<file path="config.mk">
export PLATFORM = sky130hd
export DESIGN_NAME = switch_sequencer
export DESIGN_NICKNAME = d
export VERILOG_FILES = /design/src/rtl/switch_pkg.sv /design/src/rtl/settle_timer.sv /design/src/rtl/switch_sequencer.sv
export SDC_FILE = /design/constraint.sdc
export NUM_CORES = 1
export LEC_CHECK = 0
export ABC_AREA = 1
export CAP_MARGIN = 5
export CORE_MARGIN = 4
export CORE_UTILIZATION = 46
export CTS_BUF_LIST = sky130_fd_sc_hd__clkbuf_2 sky130_fd_sc_hd__clkbuf_4 sky130_fd_sc_hd__clkbuf_8
export DETAILED_ROUTE_END_ITERATION = 16
export PLACE_DENSITY = 0.95
export SYNTH_ARGS = -nofsm -noshare
export SYNTH_HDL_FRONTEND = slang
export SYNTH_SLANG_ARGS = --single-unit
</file>
<file path="constraint.sdc">
create_clock -name clk -period 2.49 [get_ports clk]
set_input_delay 0.249 -clock clk [delete_from_list [all_inputs] [get_ports clk]]
set_output_delay 0.249 -clock clk [all_outputs]
set_load 0.01 [all_outputs]
</file>
<file path="src/rtl/switch_pkg.sv">
// Shared definitions for the switch sequencer: mode encodings and FSM state type.
package switch_pkg;

  localparam logic [1:0] MODE_RR  = 2'b00;
  localparam logic [1:0] MODE_PP  = 2'b01;
  localparam logic [1:0] MODE_FIX = 2'b10;

  typedef enum logic [1:0] {
    StIdle,
    StRun,
    StSettle
  } state_e;

endpackage

</file>
<file path="src/rtl/settle_timer.sv">
// Down-counter holding busy high for CYCLES clocks after load.
module settle_timer #(
  parameter int unsigned CYCLES = 64
) (
  input  logic clk,
  input  logic rst,
  input  logic clear,
  input  logic load,
  output logic busy,
  output logic last
);

  localparam int unsigned CntW = $clog2(CYCLES + 1);

  logic [CntW-1:0] cnt_q, cnt_d;

  always_comb begin
    cnt_d = cnt_q;
    if (clear) begin
      cnt_d = '0;
    end else if (load) begin
      cnt_d = CntW'(CYCLES);
    end else if (cnt_q != '0) begin
      cnt_d = cnt_q - 1'b1;
    end
  end

  always_ff @(posedge clk) begin
    if (rst) begin
      cnt_q <= '0;
    end else begin
      cnt_q <= cnt_d;
    end
  end

  assign busy = (cnt_q != '0);
  // High on the final busy cycle so the FSM leaves settle in step with busy falling.
  assign last = (cnt_q == CntW'(1));

endmodule

</file>
<file path="src/rtl/switch_sequencer.sv">
// Steps the optical/RF switch through its inputs once per measurement block, then
// blanks acquisition for a settle window.
module switch_sequencer
  import switch_pkg::*;
#(
  parameter int unsigned POINTS        = 1000,
  parameter int unsigned MEASURES      = 65536,
  parameter int unsigned TRIG_OFFSET   = 50,
  parameter int unsigned CHANNELS      = 2,
  parameter int unsigned SETTLE_CYCLES = 64,
  parameter int unsigned MEAS_W        = 17,
  parameter int unsigned PT_W          = 11,
  localparam int unsigned CH_W         = (CHANNELS > 1) ? $clog2(CHANNELS) : 1
) (
  input  logic              clk,
  input  logic              rst,
  input  logic              enable,
  input  logic [1:0]        mode,
  input  logic [CH_W-1:0]   fixed_ch,
  input  logic [MEAS_W-1:0] cnt_measure,
  input  logic [PT_W-1:0]   cnt_point,
  output logic [CH_W-1:0]   switch,
  output logic              settle,
  output logic              ch_done,
  output logic              sweep_done,
  output logic              overrun
);

  localparam logic [MEAS_W-1:0] LastMeas  = MEAS_W'(MEASURES - 1);
  localparam logic [PT_W-1:0]   TrigPoint = PT_W'(POINTS + TRIG_OFFSET);
  localparam logic [CH_W-1:0]   LastCh    = CH_W'(CHANNELS - 1);

  state_e          state_q, state_d;
  logic            trig_q;
  logic [CH_W-1:0] ch_q, ch_d, nxt_ch;
  logic            dir_q, dir_d, nxt_dir;  // 1 = counting up
  logic            ch_done_q, ch_done_d;
  logic            sweep_q, sweep_d, nxt_sweep;
  logic            overrun_q, overrun_d;
  logic            trig_raw, trigger;
  logic            tmr_load, tmr_clear, tmr_busy, tmr_last;

  assign trig_raw = (cnt_measure == LastMeas) && (cnt_point == TrigPoint);
  // Rising edge only: a held trigger condition yields a single event.
  assign trigger  = trig_raw & ~trig_q & enable;

  always_comb begin
    nxt_ch    = ch_q;
    nxt_dir   = dir_q;
    nxt_sweep = 1'b0;
    if (CHANNELS == 1) begin
      nxt_ch    = '0;
      nxt_sweep = 1'b1;
    end else begin
      case (mode)
        MODE_RR: begin
          nxt_dir   = 1'b1;
          nxt_ch    = (ch_q >= LastCh) ? '0 : ch_q + 1'b1;
          nxt_sweep = (ch_q >= LastCh);
        end
        MODE_PP: begin
          if (dir_q && (ch_q >= LastCh)) begin
            nxt_ch  = ch_q - 1'b1;
            nxt_dir = 1'b0;
          end else if (!dir_q && (ch_q == '0)) begin
            nxt_ch  = ch_q + 1'b1;
            nxt_dir = 1'b1;
          end else if (dir_q) begin
            nxt_ch = ch_q + 1'b1;
          end else begin
            nxt_ch = ch_q - 1'b1;
          end
          nxt_sweep = (nxt_ch == '0);
        end
        default: begin
          nxt_ch    = (fixed_ch > LastCh) ? LastCh : fixed_ch;
          nxt_sweep = 1'b1;
        end
      endcase
    end
  end

  always_comb begin
    state_d   = state_q;
    ch_d      = ch_q;
    dir_d     = dir_q;
    ch_done_d = 1'b0;
    sweep_d   = 1'b0;
    overrun_d = overrun_q;
    tmr_load  = 1'b0;
    tmr_clear = 1'b0;
    if (!enable) begin
      state_d   = StIdle;
      tmr_clear = 1'b1;
    end else begin
      case (state_q)
        StIdle: state_d = StRun;
        StRun: begin
          if (trigger) begin
            state_d   = StSettle;
            tmr_load  = 1'b1;
            ch_d      = nxt_ch;
            dir_d     = nxt_dir;
            ch_done_d = 1'b1;
            sweep_d   = nxt_sweep;
          end
        end
        StSettle: begin
          if (trigger) overrun_d = 1'b1;
          if (tmr_last) state_d = StRun;
        end
        default: state_d = StIdle;
      endcase
    end
  end

  always_ff @(posedge clk) begin
    if (rst) begin
      state_q   <= StIdle;
      trig_q    <= 1'b0;
      ch_q      <= '0;
      dir_q     <= 1'b1;
      ch_done_q <= 1'b0;
      sweep_q   <= 1'b0;
      overrun_q <= 1'b0;
    end else begin
      state_q   <= state_d;
      trig_q    <= trig_raw;
      ch_q      <= ch_d;
      dir_q     <= dir_d;
      ch_done_q <= ch_done_d;
      sweep_q   <= sweep_d;
      overrun_q <= overrun_d;
    end
  end

  settle_timer #(
    .CYCLES(SETTLE_CYCLES)
  ) u_settle_timer (
    .clk  (clk),
    .rst  (rst),
    .clear(tmr_clear),
    .load (tmr_load),
    .busy (tmr_busy),
    .last (tmr_last)
  );

  assign switch     = ch_q;
  assign settle     = tmr_busy;
  assign ch_done    = ch_done_q;
  assign sweep_done = sweep_q;
  assign overrun    = overrun_q;

endmodule

</file>
==> notes.md, run 1 <==
OpenSTA lists the critical path startpoint as u_settle_timer.cnt_q[0]$_SDFFE_PP0P_. The signal on the critical path passes through inv_1 > ha_1 > nand2_1 > nor2_2 > inv_1 > clkdlybuf4s50_1. The flow ran to the end, and the final reports show no timing, DRC or antenna violations. In this run, synthesis produced a sequential element count of 14. Number of global-route vias before repair: 996. Largest fanout on the critical path: 6.

The max-slew violation total from the final report is 0. The tools report the reg-to-reg endpoint as u_settle_timer.cnt_q[0]$_SDFFE_PP0P_. The tools report the number of buffers created by CTS as 3. The slew check shows that the tightest pin keeps a relative margin of 79.93%. The setup path with the least slack is of type flop to output pin. The final cycle utilization of the critical path works out to 84.56%. The inverter count came out at 21.

The gate-level netlist out of Yosys references 17 unique cell types. The register clock-pin slew on the reported worst setup and hold paths is 70 ps, and the final routed DRC violation total is 0. With the power share of the clock group at 15.0%, the slew at the pin closest to its max-slew limit is 299.9 ps. Clock-cell share of area: 1.731%. The worst min-delay path class was flop to flop. The registers reported with the highest flop counts are u_settle_timer.cnt_q (7), state_q (2). The cell taking the most area after synthesis is dfxtp_1. The run gives 222 as the number of nets in the final layout. The tools report the layout sequential cell count as 14. Power attributed to the clock group is 121 uW. For the combinational group, total power comes out at 408 uW. The horizontal die dimension reported for this design is 51.67 um. The tools report the relative contribution of sequential cells to total power as 34.2%.

Post-CTS repair changed the size of 0 cells. The Yosys chip area was 877.1 um2; the logic area was 518.0 um2. With the overall routed net length at 2.241 mm, the sequential element share of the synthesized area is 31.95%. The tree is rooted in a clkbuf_4. In this build the clock could be raised as far as 474.9 MHz.

Sorting the synthesized cells by how often they occur yields nand2_1, nor2_1, inv_1, dfxtp_1, a21oi_1. Switching power total: 312.0 uW. For the H-tree level count, the log shows 1. Summing over every cut layer, the via total after detailed routing is 1000.

TritonCTS built the clock tree. u_settle_timer.cnt_q holds more flip-flops than any other register. The number of enable flip-flop cells is 0.

The multi-input gate count came out at 108. After clock tree synthesis, the setup repair step added 0 buffers. The portion of synthesized area spent on multiplexers is 0%. nand2_1 is the most common cell in the netlist.

The final instance area was 1301 um2. The tools report the effective utilization at floorplan as 49.72%. Of the total synthesized cell area, the portion taken by full adders, half adders and majority gates is 4.280%. In the final timing run, aggregate negative setup slack is 0 ps. Looking at the group totals, the largest power group turns out to be combinational logic. Entering global routing, the biggest net connects 8 pins.

After global routing the overflow that remains totals 0. After layout the signal buffers, clock cells excluded, come to 28.46% of cell area. The largest non-sequential cell family by area was simple AND/OR/NAND/NOR gates. The number of max-cap violations is 0.

The worst path in the final design needs a cycle of 2106 ps, including I/O delays and setup. For the worst setup path, the data required time is 2240 ps. Number of cell instances after yosys synthesis: 143. The endpoint of the worst hold-timing path was overrun$_SDFFE_PP0P_. The timing report lists the critical path depth as 6 cells. Endpoints failing hold in the final report were tallied at 0. Per the timing report, the most critical flop-to-flop path originates at u_settle_timer.cnt_q[0]$_SDFFE_PP0P_. After floorplanning, the die was sized to cover 2669 um2.

The warning tally printed by Yosys for this design is 0. The cell class ranked first by area was multi-input combinational cells. Prevailing post-synth register cell: dfxtp_1.

The most frequent cell on the critical path was inv_1. The tools report the internal power consumption as 491.5 uW. The run gives 3 for the critical path buffer and inverter count.
-- run 1: routing by layer --
layer  up-vias  GRT usage, %  wire length (um)
met4         0         6.550                46
met2        34         38.77              1214
li1        520             -                 -
met5         -             0                 0
met1       440         19.08               837
met3         6         5.444               143
-- run 1: per-stage QoR --
stage / total power [uW] / utilization, % / hold slack, ps / setup WS (ps) / instances
after floorplan: 540.8 / - / 318.1 / 1329 / 143
after global placement: 657.8 / 72.48 / 442.2 / 765.6 / 205
after detailed placement: 686.4 / 72.48 / 455.5 / 692.7 / 205
after CTS: 805.0 / 73.76 / 466.3 / 385.9 / 208
after global routing: 874.7 / 73.76 / 508.9 / 266.0 / 208
final: 803.5 / 73.76 / 464.2 / 384.5 / 208
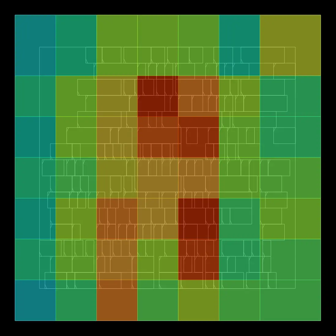
*Track usage over the die, run 1*
final routed wire length divided by cell count: 10.77 um
met3 routing resource usage after global routing: 5.444%
All-Layer GR Usage: 19.60%
final core utilization: 73.76%
fraction of met2 tracks used by global routing: 38.77%

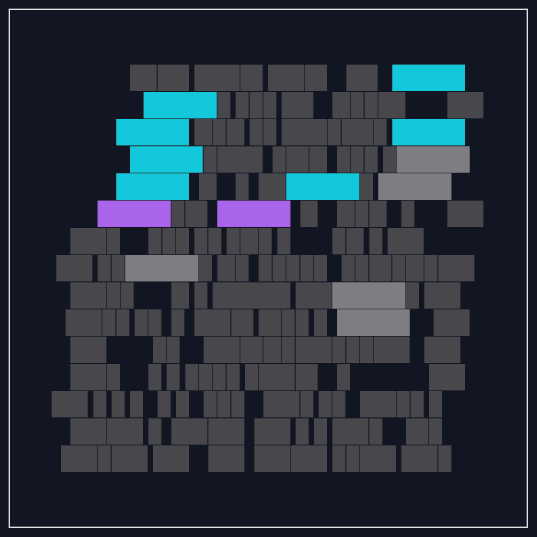
*Sequential cells colored by netlist name, run 1*
Scale: 10 px per um. Other sequential cells in the stronger gray, the rest of the logic in the fainter gray.
- purple: `state_q` (placed flops 2)
- cyan: `u_settle_timer.cnt_q` (placed flops 7)
proportion of cell area occupied by registers: 21.54%
reported sequential group power: 275 uW
Storage cell area: 280.3 um2

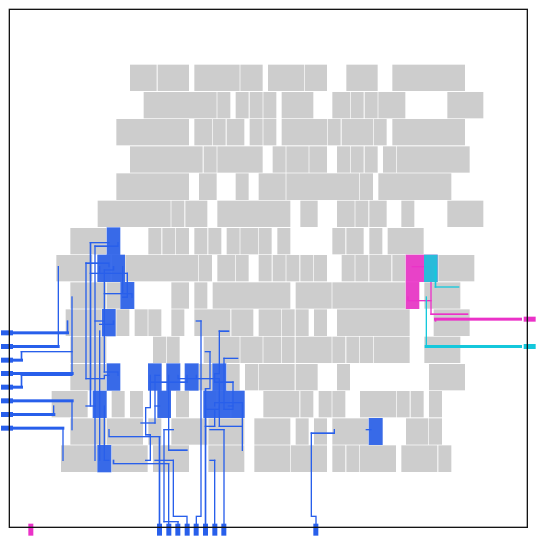
*Wires at chosen ports, followed through buffers, run 1*
Scale: 10 px per um.
- blue: `cnt_measure` (bits 17; direction input; edge 9 bottom, 8 left; end cells 17; buffers 17; wire 366 um)
- magenta: `mode` (bits 2; direction input; edge 1 bottom, 1 right; end cells 3; buffers 1; wire 21.6 um)
- cyan: `fixed_ch` (bits 1; direction input; edge right; end cells 1; buffers 1; wire 18.7 um)

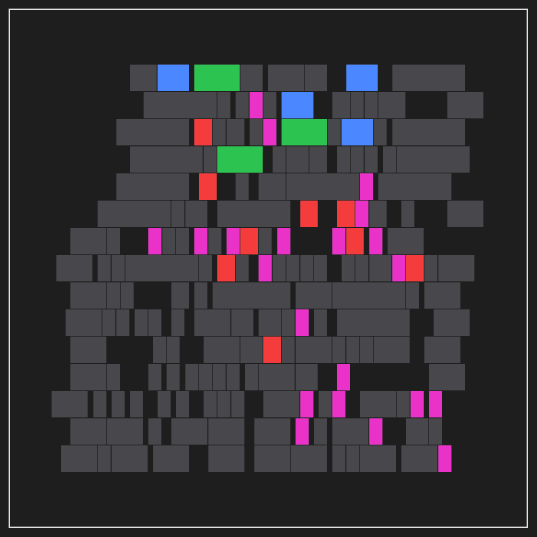
*Gate-type map, run 1*
Scale: 10 px per um.
- magenta: inv cells (cells 21)
- blue: xor and xnor cells (cells 4)
- green: fa/ha/maj cells (cells 3)
- red: aoi and oai cells (cells 9; where middle)
Commonest Layout Cell: nand2_1
Final Instance Count excl. Fillers: 208
logic share of the area: 39.81%

==> inputs of run 2 (changes only) <==
CORE_UTILIZATION = 38   (was 46)
PLACE_DENSITY = 0.87   (was 0.95)
clock period = 1.8 ns   (was 2.49 ns; I/O delays follow)
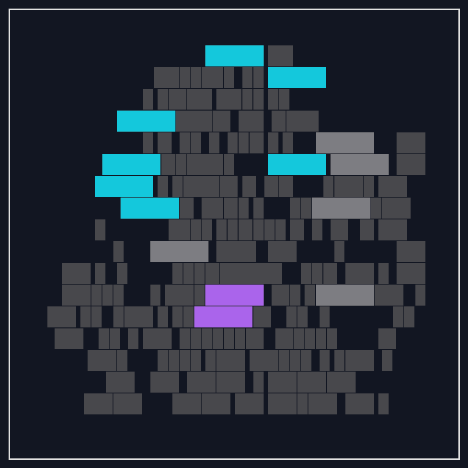
*Sequential cells colored by netlist name, run 2*
Scale: 8 px per um. Other sequential cells in the stronger gray, the rest of the logic in the fainter gray.
reported sequential group power: 377 uW
final core utilization: 59.79%
proportion of cell area occupied by registers: 21.19%

==> run 2 against run 1 <==
Against the previous run: synthesized area did not move; core utilization fell by 14 points; combinational power rose by 38%; highest routed layer unchanged; critical path depth did not move; cell count rose by 1.9%; clock power rose by 89%; count of clock-buffer cells in the layout rose by 1; power rose by 46%; design area rose by 1.6%.
==> notes.md, run 2 <==
With the maximum number of pins on one net before global-route repair at 9 (was 8), the register clock-pin slew on the reported worst setup and hold paths is 90 ps (was 70 ps). With the number of buffers created by CTS at 3 (unchanged), the horizontal die dimension is 56.05 um (was 51.67 um). With the switching power total at 449.4 uW (was 312.0 uW), the max-slew violation total from the final report is 0 (unchanged). The synthesis warning total was 0 (unchanged).

The area enclosed by the die boundary is 3141 um2 (was 2669 um2). The worst slack at placement was 81.79 ps (was 692.7 ps). Number of global-route vias before repair: 910 (was 996).

The overall routed net length came out at 2.128 mm (was 2.241 mm). Most frequent cells after synthesis: nand2_1, nor2_1, inv_1, dfxtp_1, a21oi_1 (unchanged). Largest fanout on the critical path: 6 (unchanged). The run gives 212 (was 208) for the final instance count without filler cells.

The logs give 0 (unchanged) for the post-CTS setup-driven buffer insertion count and 1 (was 0) for the quantity of gates resized following cts. Launch point of the worst path: u_settle_timer.cnt_q[0]$_SDFFE_PP0P_ (unchanged). For the finished layout, the period the worst path requires is 1718 ps.

The cell taking the most area after synthesis was dfxtp_1 (unchanged). With the power consumption at 1169 uW (was 803.5 uW), the required time reported for the critical path endpoint is 1620 ps (was 2240 ps). The run gives 877.1 um2 (unchanged) as the Yosys chip area. The tools report the root buffer cell as clkbuf_4 (unchanged). The internal power consumption is 719.9 uW (was 491.5 uW). The register with the most flip-flops is u_settle_timer.cnt_q (unchanged). The power dissipated in the clock network came out at 229 uW (was 121 uW). The slew at the pin closest to its max-slew limit works out to 308.0 ps (was 299.9 ps).

The number of enable flip-flop cells was 0 (unchanged). The run gives 523.0 um2 (was 518.0 um2) for the logic area. The number of cells in the design after placement was 208 (was 205).

The logs give 222 (unchanged) for the number of nets in the final layout and 563 uW (was 408 uW) for the total combinational power. Worst setup path category: flop to output pin (unchanged). The endpoint of the worst hold-timing path is overrun$_SDFFE_PP0P_ (unchanged). The logs give 143 (unchanged) for the number of cell instances after yosys synthesis and 458.8 ps (was 464.2 ps) for the post-route worst hold slack. The source of the worst register-to-register timing path is u_settle_timer.cnt_q[0]$_SDFFE_PP0P_ (unchanged). The routed wire length per instance came out at 10.04 um (was 10.77 um).

The prevailing post-synth register cell was dfxtp_1 (unchanged). Registers with the highest flip-flop counts: u_settle_timer.cnt_q (7), state_q (2) (unchanged). Power group with the highest consumption: combinational logic (unchanged). The flow ran to the end, and the final reports show no timing, DRC or antenna violations.
run 2: kinds of logic after synthesis:
| kind of cell | count (synthesis) | synth area share, % |
|---|---|---|
| and+or+nand+nor | 92 | 45.65 |
| buffers and inverters | 21 | 8.987 |
| DFF | 14 | 31.95 |
| AOI/OAI and AO/OA | 9 | 5.135 |
| xor gates and xnor gates | 4 | 3.995 |
| adders and majority gates | 3 | 4.280 |
run 2: final cells by class:
class,count,share of cell area [%]
repair buffers,37,27.91
clock buffers,4,2.744
multi-input cells,108,39.55
inverters,21,5.960
well taps,28,2.649
flip-flops and latches,14,21.19
run 2: per-layer routing:
metal / GRT usage [%] / up-vias / share of wire, %
met5: 0 / - / 0
met4: 6.780 / 0 / 2.7
met3: 3.248 / 6 / 5.8
met2: 24.71 / 27 / 52
met1: 13.93 / 423 / 40
li1: - / 517 / -
Power is estimated from default activity; no workload was simulated.
